`config.mk`:
```
export PLATFORM = sky130hd
export DESIGN_NAME = gate_test_sequencer
export DESIGN_NICKNAME = d
export VERILOG_FILES = /design/src/rtl/gate_test_pkg.sv /design/src/rtl/gate_test_sequencer_settle_timer.sv /design/src/rtl/gate_test_sequencer.sv
export SDC_FILE = /design/constraint.sdc
export NUM_CORES = 1
export LEC_CHECK = 0
export CORE_ASPECT_RATIO = 0.75
export CORE_UTILIZATION = 58
export DETAILED_ROUTE_END_ITERATION = 8
export GPL_TIMING_DRIVEN = 0
export PLACE_DENSITY = 0.83
export SYNTH_ARGS = -nofsm -noshare
export SYNTH_HDL_FRONTEND = slang
export SYNTH_SLANG_ARGS = --single-unit
```
`constraint.sdc`:
```
create_clock -name clk_i -period 4.85 [get_ports clk_i]
set_input_delay 0.97 -clock clk_i [delete_from_list [all_inputs] [get_ports clk_i]]
set_output_delay 0.97 -clock clk_i [all_outputs]
set_load 0.005 [all_outputs]
```
`src/rtl/gate_test_pkg.sv`:
```
// Shared definitions for the gate self-check sequencer and the lab gate benches.
package gate_test_pkg;

  // Sequencer states
  typedef enum logic [1:0] {
    ST_IDLE   = 2'd0,
    ST_SETTLE = 2'd1,
    ST_SAMPLE = 2'd2,
    ST_DONE   = 2'd3
  } state_e;

  // Truth tables of the two-input lab gates; bit i is the output for input vector i
  localparam logic [3:0] TT_AND2  = 4'b1000;
  localparam logic [3:0] TT_OR2   = 4'b1110;
  localparam logic [3:0] TT_XOR2  = 4'b0110;
  localparam logic [3:0] TT_NAND2 = 4'b0111;

  // Width of a truth table (number of input vectors) for a gate with n_in inputs
  function automatic int unsigned vec_count(input int unsigned n_in);
    return 32'd1 << n_in;
  endfunction

endpackage

```
`src/rtl/gate_test_sequencer_settle_timer.sv`:
```
// Loadable down-counter that measures how long the DUT inputs have been held.
module settle_timer #(
  parameter int unsigned W = 8
) (
  input  logic         clk_i,
  input  logic         rst_ni,
  input  logic         load_i,
  input  logic [W-1:0] value_i,
  output logic         zero_o
);

  logic [W-1:0] cnt_q;

  // Load on request, otherwise count down and stop at zero
  always_ff @(posedge clk_i or negedge rst_ni) begin
    if (!rst_ni) begin
      cnt_q <= '0;
    end else if (load_i) begin
      cnt_q <= value_i;
    end else if (cnt_q != '0) begin
      cnt_q <= cnt_q - W'(1);
    end else begin
      cnt_q <= cnt_q;
    end
  end

  assign zero_o = (cnt_q == '0);

endmodule

```
`src/rtl/gate_test_sequencer.sv`:
```
// Exhaustive self-checker for a combinational gate: walks every input vector,
// lets it settle, samples the gate output and compares it with a truth table.
module gate_test_sequencer
  import gate_test_pkg::*;
#(
  parameter int unsigned                  N_IN   = 2,
  parameter int unsigned                  SETTLE = 2,
  parameter logic [vec_count(N_IN)-1:0]   EXPECT = TT_AND2
) (
  input  logic            clk_i,
  input  logic            rst_ni,
  input  logic            start_i,
  input  logic            abort_i,
  input  logic            dut_y_i,
  output logic [N_IN-1:0] dut_in_o,
  output logic            busy_o,
  output logic            done_o,
  output logic            pass_o,
  output logic [N_IN:0]   err_count_o,
  output logic            fail_valid_o,
  output logic [N_IN-1:0] first_fail_o
);

  localparam logic [7:0]      SETTLE_LOAD = 8'(SETTLE - 1);
  localparam logic [N_IN-1:0] LAST_VEC    = {N_IN{1'b1}};
  localparam logic [N_IN-1:0] VEC_ONE     = N_IN'(1);
  localparam logic [N_IN:0]   ERR_ONE     = (N_IN + 1)'(1);

  state_e          state_q;
  logic [N_IN-1:0] dut_in_q;
  logic [N_IN:0]   err_count_q;
  logic [N_IN-1:0] first_fail_q;
  logic            fail_valid_q;
  logic            busy_q;
  logic            done_q;
  logic            pass_q;

  logic            mismatch_s;
  logic [N_IN:0]   err_next_s;
  logic            timer_load_s;
  logic            timer_zero_s;

  // The timer is reloaded in every state except SETTLE, so it is always
  // primed with SETTLE-1 on the edge that enters SETTLE.
  assign timer_load_s = (state_q != ST_SETTLE);
  assign mismatch_s   = dut_y_i ^ EXPECT[dut_in_q];
  assign err_next_s   = mismatch_s ? (err_count_q + ERR_ONE) : err_count_q;

  settle_timer #(
    .W(8)
  ) u_settle_timer (
    .clk_i  (clk_i),
    .rst_ni (rst_ni),
    .load_i (timer_load_s),
    .value_i(SETTLE_LOAD),
    .zero_o (timer_zero_s)
  );

  // Sequencer FSM with its registered result and status outputs
  always_ff @(posedge clk_i or negedge rst_ni) begin
    if (!rst_ni) begin
      state_q      <= ST_IDLE;
      dut_in_q     <= '0;
      err_count_q  <= '0;
      first_fail_q <= '0;
      fail_valid_q <= 1'b0;
      busy_q       <= 1'b0;
      done_q       <= 1'b0;
      pass_q       <= 1'b0;
    end else begin
      case (state_q)
        ST_IDLE, ST_DONE: begin
          if (start_i) begin
            state_q      <= ST_SETTLE;
            dut_in_q     <= '0;
            err_count_q  <= '0;
            first_fail_q <= '0;
            fail_valid_q <= 1'b0;
            busy_q       <= 1'b1;
            done_q       <= 1'b0;
            pass_q       <= 1'b0;
          end
        end
        ST_SETTLE: begin
          if (abort_i) begin
            state_q  <= ST_IDLE;
            dut_in_q <= '0;
            busy_q   <= 1'b0;
            done_q   <= 1'b0;
          end else if (timer_zero_s) begin
            state_q <= ST_SAMPLE;
          end
        end
        ST_SAMPLE: begin
          if (abort_i) begin
            state_q  <= ST_IDLE;
            dut_in_q <= '0;
            busy_q   <= 1'b0;
            done_q   <= 1'b0;
          end else begin
            err_count_q <= err_next_s;
            if (mismatch_s && !fail_valid_q) begin
              first_fail_q <= dut_in_q;
              fail_valid_q <= 1'b1;
            end
            // Terminate on the all-ones vector so dut_in never wraps
            if (dut_in_q == LAST_VEC) begin
              state_q <= ST_DONE;
              busy_q  <= 1'b0;
              done_q  <= 1'b1;
              pass_q  <= (err_next_s == '0);
            end else begin
              state_q  <= ST_SETTLE;
              dut_in_q <= dut_in_q + VEC_ONE;
            end
          end
        end
        default: begin
          state_q <= ST_IDLE;
          busy_q  <= 1'b0;
          done_q  <= 1'b0;
        end
      endcase
    end
  end

  assign dut_in_o     = dut_in_q;
  assign busy_o       = busy_q;
  assign done_o       = done_q;
  assign pass_o       = pass_q;
  assign err_count_o  = err_count_q;
  assign fail_valid_o = fail_valid_q;
  assign first_fail_o = first_fail_q;

endmodule

```
==> job_summary.md, run 1 <==
## Implementation flow summary

| Metric | Value |
|---|---|
| Outcome | completed |
| WHS | between 0.5 and 0.6 ns |
| CTS tree | built |
| DR pass1 iterations | 4 |
| Highest routed layer | met4 |
| Worst setup endpoint | err_count_o[0] |
| Worst setup margin | around 2.6 ns |
| Nonclk buf count | 17 |
| ANT cells | 0 |
| Cell taking the most area after synthesis | dfrtp_1 |
| RSZ-0062 raised after global routing | no |
| Combinational gates | 95 |
| Initial antenna violation count | 0 |
| Area-dominant class | logic gates |
| Reg2Reg Launch Point | state_q[0] |
| Tcrit/Tclk final | approximately 46% |
| Synth logic family | simple AND/OR/NAND/NOR gates |
| Via density | roughly 5.8 |
| Crit Path Max Fanout | 6 |
| Final cell count without fillers | 171 |
| DR DRC count | 0 |
| P_comb | 0.000354 W |
| Routed Antenna Nets | 0 |
| Worst slack at placement | roughly 2.3 ns |
| CTS Buf Count | 3 |
| Worst reg2reg endpoint | busy_o |
| Ys cells | between 100 and 150 |
| Gp weighted congestion | 0.778 |
| Avg Cell Area, Syn | 9.62 sq um |
| Pleak | roughly 0.65 nW |
| Share of layout cells above drive strength 1 | under 10% |
| Top cell family by delay on the critical path | buffers and inverters |
| Rows | 14 |
| Cell with the most instances after synthesis | dfrtp_1 |
| Clock power share | 12.5% |
| Simple share | a little under a quarter |
| GRT met1 Usage | 33.3% |
| Post-synth EDFFs | 0 |
| Max incr delay on CP | 0.54 ns |
| Top logic cells by instance count in the layout | 21 x dfrtp_1, 15 x clkdlybuf4s50_1, 11 x nand2_1 |
| R2R Setup Slk | 2.97 ns |
| Crit end category | primary output |
| Compound-Gate Fraction of Synth Area | about 18% |
| Pwr Total | 0.000705 W |
| Comb area share | 45.9% |
| FP Util | 61.7% |
| Met2 usage in global routing | approximately two fifths |
| M3 GR Usage | 5.61% |
| WP depth | 1 |
| Non-clock buffering overhead | 11.1% |
| Worst endpoint data arrival time | 1.29 ns |
| Slew HR | 37.8% |
| GR peak layer | met2 |
| Inverters | 10 |
| Final Util | 72.0% |
| Clock Sinks | 21 |
| Worst Setup SP | err_count_o[0] |
| XOR Share, Synth | under 10% |
| Worst Path Buf+Inv | 1 |
| Layout Skew | 0.00507 ns |
| Top post-synthesis cells by count | 21 x dfrtp_1, 11 x nand2_1, 10 x inv_1, 8 x a21oi_1, 8 x nor2_1 |
| Critical path's slowest cell | clkdlybuf4s50_1 |
| Fraction of registers with async set/reset | 100% |
| Sw Ratio | between 40% and 50% |
| Net Switching | just over 0.0003 W |
| Starting DRC count in detailed routing | 52 |
| Largest net degree at the start of global routing | 22 |
| Final setup viols | 0 |
| Netlist cell types | approximately 42 |
| Maximum clock path buffer count | 2 |
| Clock transition at path regs | ~0.12 ns |
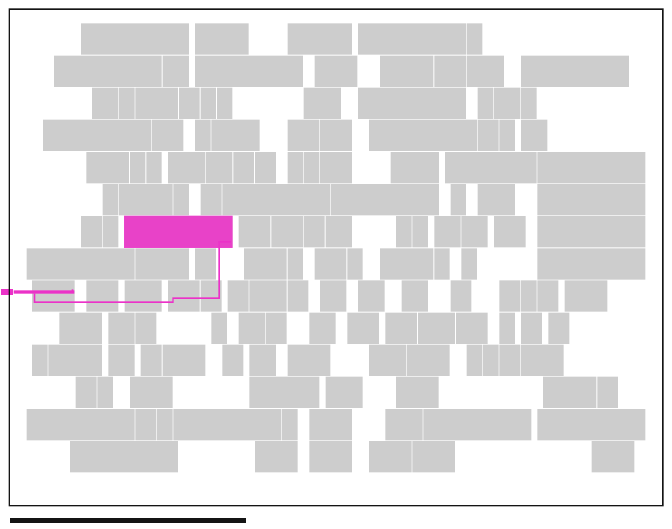
Run 1: port wiring
Scale bar: 20 um.
Key: magenta = pass_o [direction output, edge west, end cells 1, wire 27.3 um]

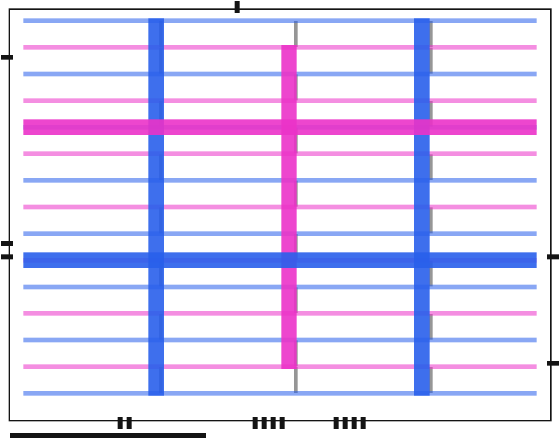
Run 1: power grid
Scale bar: 20 um. Pins as bars on the die edge. Tap cells in gray.
Key: magenta = VDD; blue = VSS
15 met1 rails follow the rows. 16 signal pins sit on the boundary.
worst vdd rail ir drop: 0.372 mV
height of the die: 41.9 um
core box area: 2000 sq um

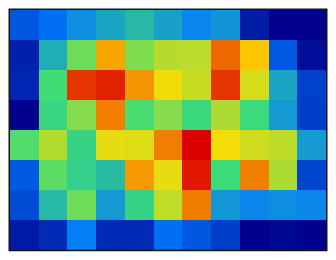
Run 1: signal metal coverage by tile
11 x 8 tiles, from dark blue (low) to red (high), scaled to the fullest tile. Values are wire area over tile area, all layers added.
The fullest tile reaches 0.41. The mean over all tiles is 0.19. The densest ninth of the die: center. 43% of the tiles are over half the peak. 6.8% of the tiles are nearly empty.
DRT Wirelength: 2.78 mm
via count: 994
Wirelength per Cell: 16.2 um
Tot GR Track Use: 25.0%

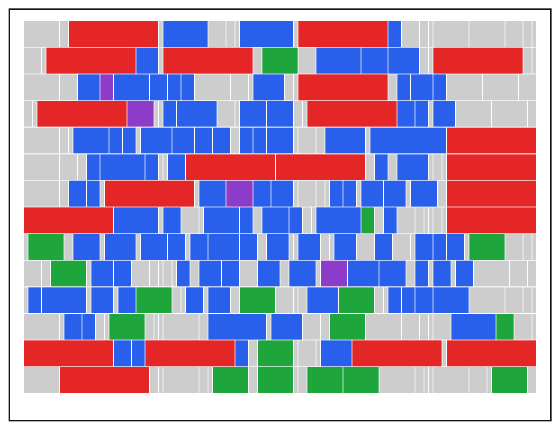
Run 1: placed cells, one color a class
Fill, decap, tap and diode cells in gray.
Key: red = flops [cells 21]; green = other buffers and delay cells [cells 17]; blue = combinational and other logic [cells 105]; purple = clock drivers and dummy loads [cells 4]

==> run 2, diff against run 1 <==
--- a/config.mk
+++ b/config.mk
@@ -6,10 +6,10 @@
 export NUM_CORES = 1
 export LEC_CHECK = 0
 export CORE_ASPECT_RATIO = 0.75
-export CORE_UTILIZATION = 58
+export CORE_UTILIZATION = 48
 export DETAILED_ROUTE_END_ITERATION = 8
 export GPL_TIMING_DRIVEN = 0
-export PLACE_DENSITY = 0.83
+export PLACE_DENSITY = 0.74
 export SYNTH_ARGS = -nofsm -noshare
 export SYNTH_HDL_FRONTEND = slang
 export SYNTH_SLANG_ARGS = --single-unit
==> constraint.sdc (replaced) <==
create_clock -name clk_i -period 2 [get_ports clk_i]
set_input_delay 0.4 -clock clk_i [delete_from_list [all_inputs] [get_ports clk_i]]
set_output_delay 0.4 -clock clk_i [all_outputs]
set_load 0.005 [all_outputs]
==> job_summary.md, run 2 <==
## Implementation flow summary

| Metric | Value |
|---|---|
| Worst vdd rail ir drop | 0.848 mV (+130%) |
| Via density | 5.50 (-5.3%) |
| Simple share | 23.0% (unchanged) |
| Slew HR | 36.5% (-1.3 points) |
| DR DRC count | 0 (unchanged) |
| Worst Setup SP | state_q[0] |
| Tcrit/Tclk final | 91.6% |
| Worst slack at placement | 0.0415 ns (-2.28 ns) |
| Cell taking the most area after synthesis | dfrtp_1 |
| Worst endpoint data arrival time | 2.04 ns (+0.75 ns) |
| Initial antenna violation count | 0 (unchanged) |
| Sw Ratio | 41.4% (-1.5 points) |
| Fraction of registers with async set/reset | 100% (unchanged) |
| Height of the die | 45.9 um (+9.5%) |
| Clock transition at path regs | 0.11 ns (about the same) |
| RSZ-0062 raised after global routing | no |
| Core box area | 2360 sq um (+18%) |
| Crit end category | flop |
| Post-synth EDFFs | 0 (unchanged) |
| GR peak layer | met2 |
| Synth logic family | simple AND/OR/NAND/NOR gates |
| Avg Cell Area, Syn | 9.62 sq um (unchanged) |
| Share of layout cells above drive strength 1 | 8.16% (+0.68 points) |
| Area-dominant class | logic gates |
| CTS Buf Count | 3 (unchanged) |
| Outcome | completed |
| DRT Wirelength | 2.48 mm (-11%) |
| DR pass1 iterations | 4 (unchanged) |
| Top cell family by delay on the critical path | simple AND/OR/NAND/NOR gates |
| Netlist cell types | 42 (unchanged) |
| Combinational gates | 95 (unchanged) |
| WHS | 0.518 ns (-0.00459 ns) |
| Inverters | 10 (unchanged) |
| Worst setup margin | 0.167 ns (-2.43 ns) |
| Routed Antenna Nets | 0 (unchanged) |
| Comb area share | 45.7% (-0.21 points) |
| Worst Path Buf+Inv | 1 (unchanged) |
| Largest net degree at the start of global routing | 22 (unchanged) |
| Crit Path Max Fanout | 8 (+2) |
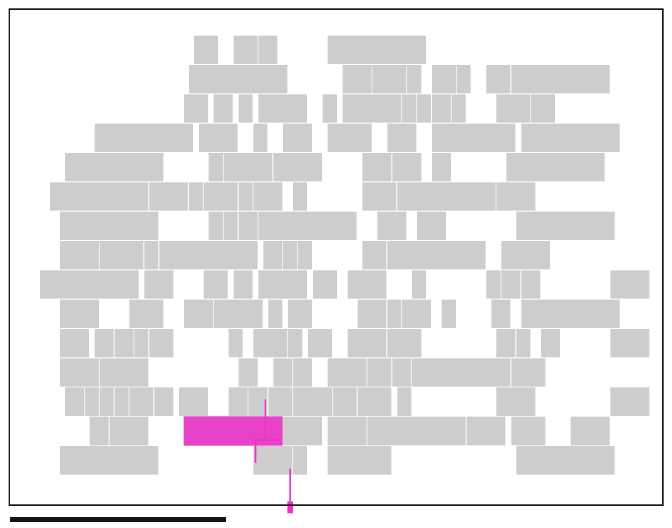
Run 2: port wiring
Scale bar: 20 um.
Key: magenta = pass_o [direction output, edge south, end cells 1, wire 11.0 um]
Ports: 16
I/O Buffers: 15

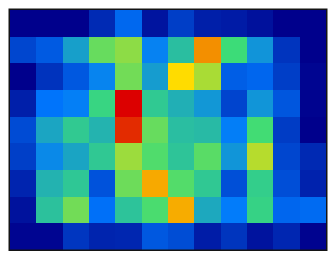
Run 2: signal metal coverage by tile
12 x 9 tiles, from dark blue (low) to red (high), scaled to the fullest tile. Values are wire area over tile area, all layers added.
The densest ninth of the die: center. The fullest tile reaches 0.48. The emptiest ninth of the die: north-east. The mean over all tiles is 0.14.

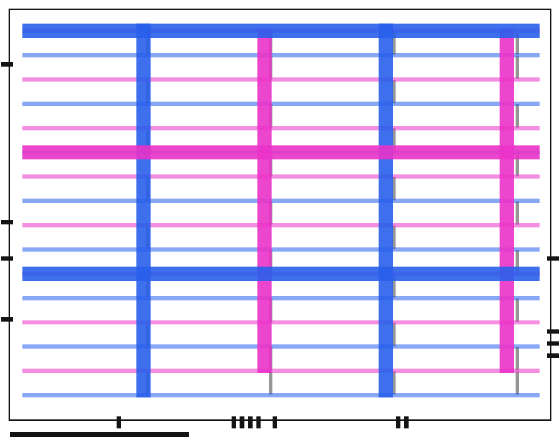
Run 2: power grid
Scale bar: 20 um. Pins as bars on the die edge. Tap cells in gray.
Key: magenta = VDD; blue = VSS
16 met1 rails follow the rows. 34 tap cells. 16 signal pins sit on the boundary. 4 straps on met4.

==> run 3, diff against run 2 <==
--- a/config.mk
+++ b/config.mk
@@ -13,3 +13,4 @@
 export SYNTH_ARGS = -nofsm -noshare
 export SYNTH_HDL_FRONTEND = slang
 export SYNTH_SLANG_ARGS = --single-unit
+export TNS_END_PERCENT = 50
==> job_summary.md, run 3 <==
## Implementation flow summary

| Metric | Value |
|---|---|
| Post-synth EDFFs | 0 (unchanged) |
| Top post-synthesis cells by count | 21 x dfrtp_1, 11 x nand2_1, 10 x inv_1, 8 x a21oi_1, 8 x nor2_1 |
| Register bit count reported by yosys | 21 |
| Hold buffer count at CTS | 0 |
| Main area contributors | dfrtp_1 43%, ha_1 6.1%, nor2b_1 3.6%, nand2_1 3.4%, a21oi_1 3.3% |
| Startpoint types | flop |
| Clk. pwr | approximately 0.00021 W |
| Initial antenna violation count | 0 (unchanged) |
| DR DRC count | 0 (unchanged) |
| Met2 usage in global routing | 31.6% |
| Crit end category | flop |
| Slew HR | 36.5% (unchanged) |
| Worst Setup SP | state_q[0] |
| Compound-Gate Fraction of Synth Area | roughly 18% |
| XOR Share, Synth | approximately 3.5% |
| Post-synth top flop | dfrtp_1 |
| Area-dominant class | logic gates |
| Tot GR Track Use | 21.5% |
| Sequential power | roughly 0.00063 W |
| Worst setup margin | 0.167 ns (unchanged) |
| Worst min-delay path startpoint | first_fail_o[1] |
| FP Util | a little over half |
| Top cell type's share of synthesized area | 42.7% |
| Cell taking the most area after synthesis | dfrtp_1 |
| Max FFs per register | 8 |
| # resized after CTS | 0 |
| CTS Buf Count | 3 (unchanged) |
| Logic pwr share | 50.2% |
| Final Util | 61.5% |
| Tap cells | 34 |
| Mapped cell area | 1230 sq um |
| Routed Antenna Nets | 0 (unchanged) |
| DRT Wirelength | 2.48 mm (unchanged) |
| Ports | 16 (unchanged) |
| Simple share | 23.0% (unchanged) |
| Post-CTS setup buffers | 0 |
| ANT cells | 0 |
| Sw Ratio | 41.4% (unchanged) |
| Worst hold path class | reg2reg |
| Tcrit/Tclk final | 91.6% (unchanged) |
| Inverters | 10 (unchanged) |
| Worst skew pair latency | approximately 0.31 ns |
| Synth logic family | simple AND/OR/NAND/NOR gates |
| Avg Cell Area, Syn | 9.62 sq um (unchanged) |
| Crit Path Max Fanout | 8 (unchanged) |
| RSZ-0062 raised after global routing | no |
| Tool Warnings | 28 |
| Outcome | completed |
| Worst Path Buf+Inv | 1 (unchanged) |
| DR pass1 iterations | 4 (unchanged) |
| WP data required | 2.21 ns |
| Worst slack at placement | 0.0415 ns (unchanged) |
| Clock transition at path regs | 0.11 ns (about the same) |
| Largest net degree at the start of global routing | 22 (unchanged) |
| Top cell family by delay on the critical path | simple AND/OR/NAND/NOR gates |
| Comb area share | 45.7% (unchanged) |
| Worst setup endpoint | busy_o |
| Combinational gates | 95 (unchanged) |
| Via density | 5.50 (unchanged) |
| Final setup viols | 0 |
| Fraction of registers with async set/reset | 100% (unchanged) |
| Maximum clock path buffer count | 2 |
| Ys cells | 128 |
| Commonest Layout Cell | dfrtp_1 |
| Share of layout cells above drive strength 1 | 8.16% (unchanged) |
| Cell with the most instances after synthesis | dfrtp_1 |
| Clock root cell | clkbuf_4 |
| WL met3 | 112 um |
| Net Switching | 0.000692 W |
| Slew Viols, Final | 0 |
| Pwr Total | 0.00167 W |
| Number of global-route vias before repair | between 800 and 900 |
| I/O Buffers | 15 (unchanged) |
| Design area | 1460 sq um |
| CP cell instances | inv_1, ha_1, and2b_1, nor3_2, mux2_2 |
| Worst endpoint data arrival time | 2.04 ns (about the same) |
| Worst reg2reg endpoint | busy_o |
| WHS | 0.518 ns (unchanged) |
| Rows | 15 |
| GR peak layer | met2 |
| Multiplexer share of the synthesized area | 3.35% |
| Netlist cell types | 42 (unchanged) |
| Max Fclk | 546 MHz |
| Placed Area | 1420 sq um |
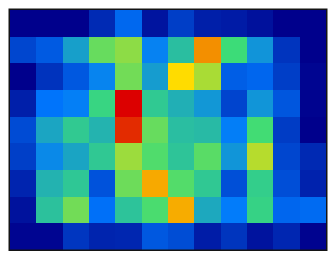
Run 3: signal metal coverage by tile
12 x 9 tiles, from dark blue (low) to red (high), scaled to the fullest tile. Values are wire area over tile area, all layers added.
12% of the tiles are nearly empty. The mean over all tiles is 0.14. 19% of the tiles are over half the peak. The densest ninth of the die: center. The emptiest ninth of the die: north-east.

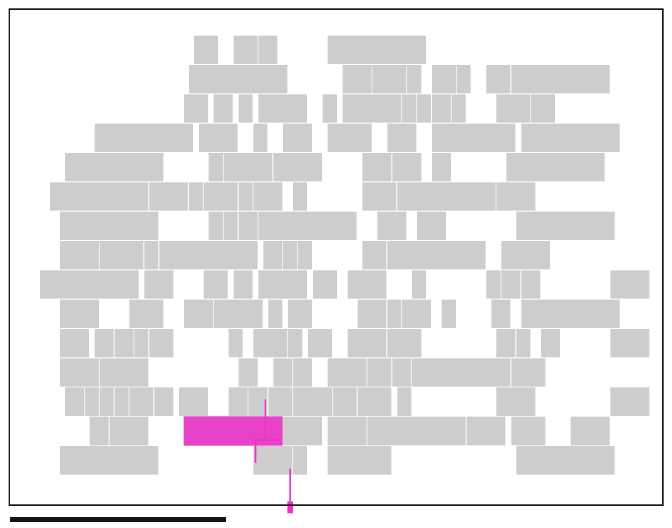
Run 3: port wiring
Scale bar: 20 um.
Key: magenta = pass_o [direction output, edge south, end cells 1, wire 11.0 um]

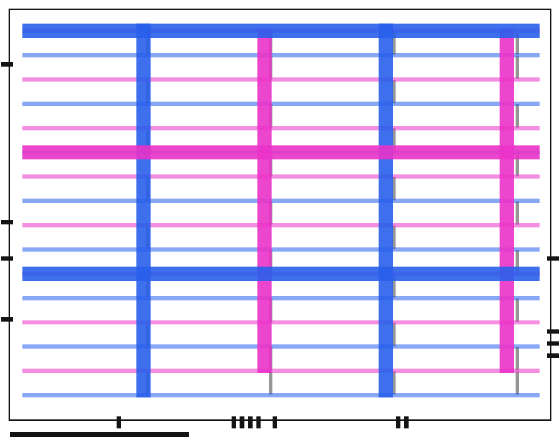
Run 3: power grid
Scale bar: 20 um. Pins as bars on the die edge. Tap cells in gray.
Key: magenta = VDD; blue = VSS
34 tap cells. 16 signal pins sit on the boundary. 4 straps on met4. 16 met1 rails follow the rows.
core box area: 2360 sq um
die width: 60.5 um
worst vdd rail ir drop: 0.848 mV
height of the die: 45.9 um


==> layout pictures side by side <==
Cell outlines without signal wires.
Plate I
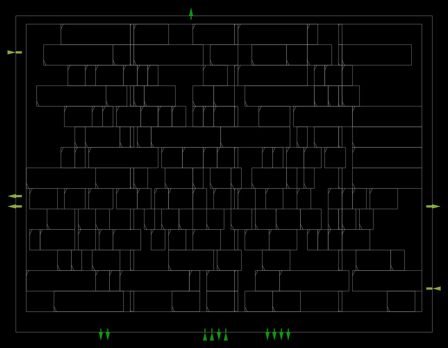
Plate II
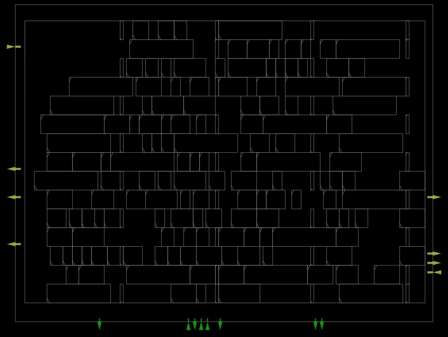
Plate II -> run 2
Plate I -> run 1

Power and IR drop assume default switching activity.
